==> config.mk <==
export PLATFORM = sky130hd
export DESIGN_NAME = aes_axi_stream_slave
export DESIGN_NICKNAME = d
export VERILOG_FILES = /design/src/rtl/aes_axi_stream_slave_pkg.sv /design/src/rtl/aes_axi_stream_slave_fifo.sv /design/src/rtl/aes_axi_stream_slave.sv
export SDC_FILE = /design/constraint.sdc
export NUM_CORES = 2
export LEC_CHECK = 0
export CORE_ASPECT_RATIO = 0.9
export CORE_MARGIN = 2
export CORE_UTILIZATION = 30
export DETAILED_ROUTE_END_ITERATION = 8
export SETUP_SLACK_MARGIN = 0.4
export SLEW_MARGIN = 10
export SYNTH_ARGS = -nofsm -noshare
export SYNTH_HDL_FRONTEND = slang
export SYNTH_SLANG_ARGS = --single-unit
==> constraint.sdc <==
create_clock -name s00_axis_aclk -period 32.5 [get_ports s00_axis_aclk]
set_input_delay 9.75 -clock s00_axis_aclk [delete_from_list [all_inputs] [get_ports s00_axis_aclk]]
set_output_delay 9.75 -clock s00_axis_aclk [all_outputs]
set_load 0.05 [all_outputs]
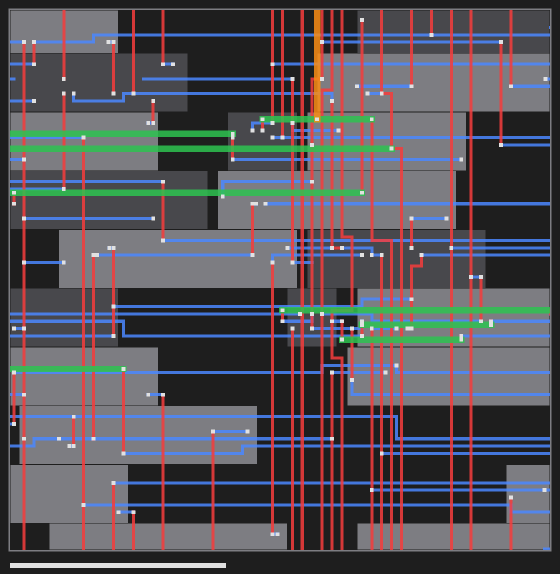
(images/closeup.png)
Scale bar: 10 um. Region (127, 113) to (152, 138) um. Cells in grey, sequential cells in the stronger grey; small squares are vias.
M2: in red. M3: in green. M4: in orange. M1: in blue.
Sequential cells in the window: 9. Most frequent: edfxtp_1 (8), mux4_2 (2), clkbuf_16 (2). 16 logic cells have their middle in the window.

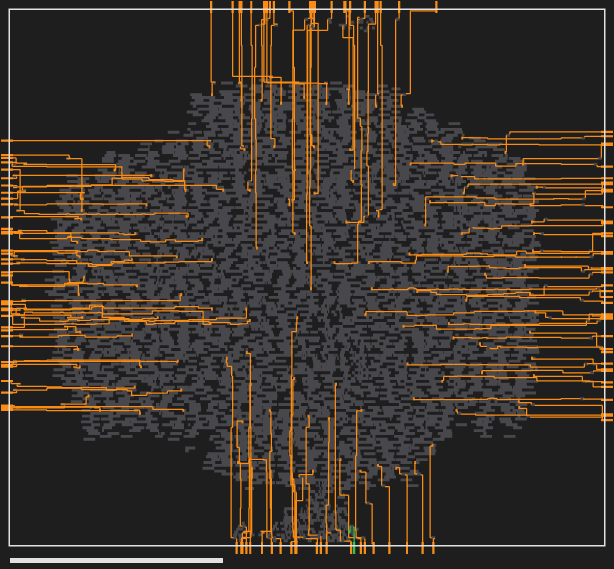
(images/port_trees.png)
Scale bar: 200 um.
`in_fifo_data`: in orange, direction output, end cells 128, wire 17900 um. `in_fifo_empty`: in green, direction output, end cells 1, wire 22.4 um.
io pins: 209
IO buf count: 204

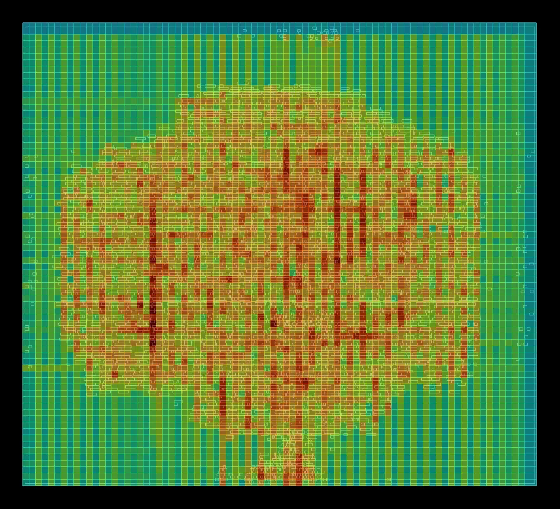
(images/congestion_map.png)
met1 usage: 20.8%
overall routing resource usage: 15.6%
Finished Core Util: 35.3%

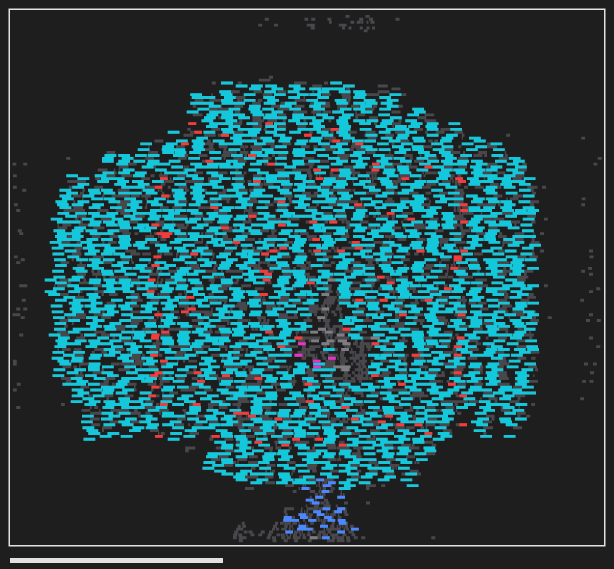
(images/ff_map.png)
Scale bar: 200 um. Other sequential cells in the stronger grey, the rest of the logic in the fainter grey.
`aes_cmd`: in blue, placed flops 32, where bottom middle. `asm_blk`: in red, placed flops 128. `slave_fifo.count`: in magenta, placed flops 5. `slave_fifo.mem`: in cyan, placed flops 2048.
Another 19 sequential cells are not coloured.
register area: 0.0652 mm^2
flop share of the area: 67.4%
sequential power: 3.13 mW

==> flow_summary.yaml <==
# synthesis and place-and-route metrics
route:
  routed_wl_mm: 223
  drtPass1Iterations: 5
layout:
  fin_nets: 4163
  largest_reg_flops: 2048
  drive_above_1_share_pct: 22.6
  final-clk-cell-share_pct: 7.45
  finish.instance_area_mm2: 0.0968
  comb-cell-share_pct: 17.4
  nNonClkInverters: 11
  buf_share_pct: 2.96
cts:
  cts_setup_buffers: 0
  cts_made_buffers: 215
  clk_pin_slew_ns: 0.06
  max-clock-path-buffers: 3
  hold_buffers: 0
setup_path:
  worst_setup_path_end_kind: "output port"
  critPathLaunchType: "primary input"
  critPathMaxStageDelay_ns: 0.94
  worstSetupPathType: "primary input to output port"
  r2r.worst_path.cells: 6
  r2r_slack_ns: 28.18
  cp_top_family: "buffers and inverters"
  crit_fanout: 11
  arrival_ns: 11.55
sta:
  holdWs_ns: 0.454
  fmax_ghz: 0.0470
  setup_tns_ns: 0
  rsz0062_at_grt: "false"
job:
  drv_cap: 0
synth:
  yosysTopAreaCell: "edfxtp_1"
  ys_types: 46
  ff_type: "edfxtp_1"
  synth.logic.top_family: "multiplexers"
  synth.cellmix.compoundShare_pct: 3.51
  synthArstFlopShare_pct: 0
  synthAdderAreaFrac_pct: 0.221
  syn_inst: 3818
  netlist_area_mm2: 0.0828
floorplan:
  die_w_um: 558
  rows: 182
hold_path:
  worst_hold_path.num_cells: 2
  hold_class: "flip-flop to flip-flop"
power:
  leakagePower_nw: 29.6
global_route:
  grt_start_max_net_pins: 126
outcome:
  run_status: "finished, final reports clean"
[report_power, final]
part           switching (mW)  leakage, nW  internal (mW)
clock                    1.08         3.53           1.45
combinational           0.749         5.76          0.520
sequential             0.0307         20.3           3.10
[cell usage in the layout, fill, tap and decap left out, types with 35 or more instances in the layout]
cell,synthesis,final
nand2_1,192,192
o22ai_1,80,80
a22oi_1,176,176
mux2i_1,36,35
mux4_2,512,512
clkdlybuf4s50_1,0,201
dfxtp_1,184,181
clkbuf_16,0,219
edfxtp_1,2048,2048
buf_4,1,85
a21oi_1,40,38
clkbuf_1,128,61
a22o_1,64,64
nor2_1,105,92
[metal layers]
layer	global-route usage (%)	share of wire, %
met3	2.86	7.2
met5	0	0
met4	3.99	2.4
met2	26.2	50
met1	20.8	41
Power figures rest on the tool's default switching activity, not on a simulated workload.
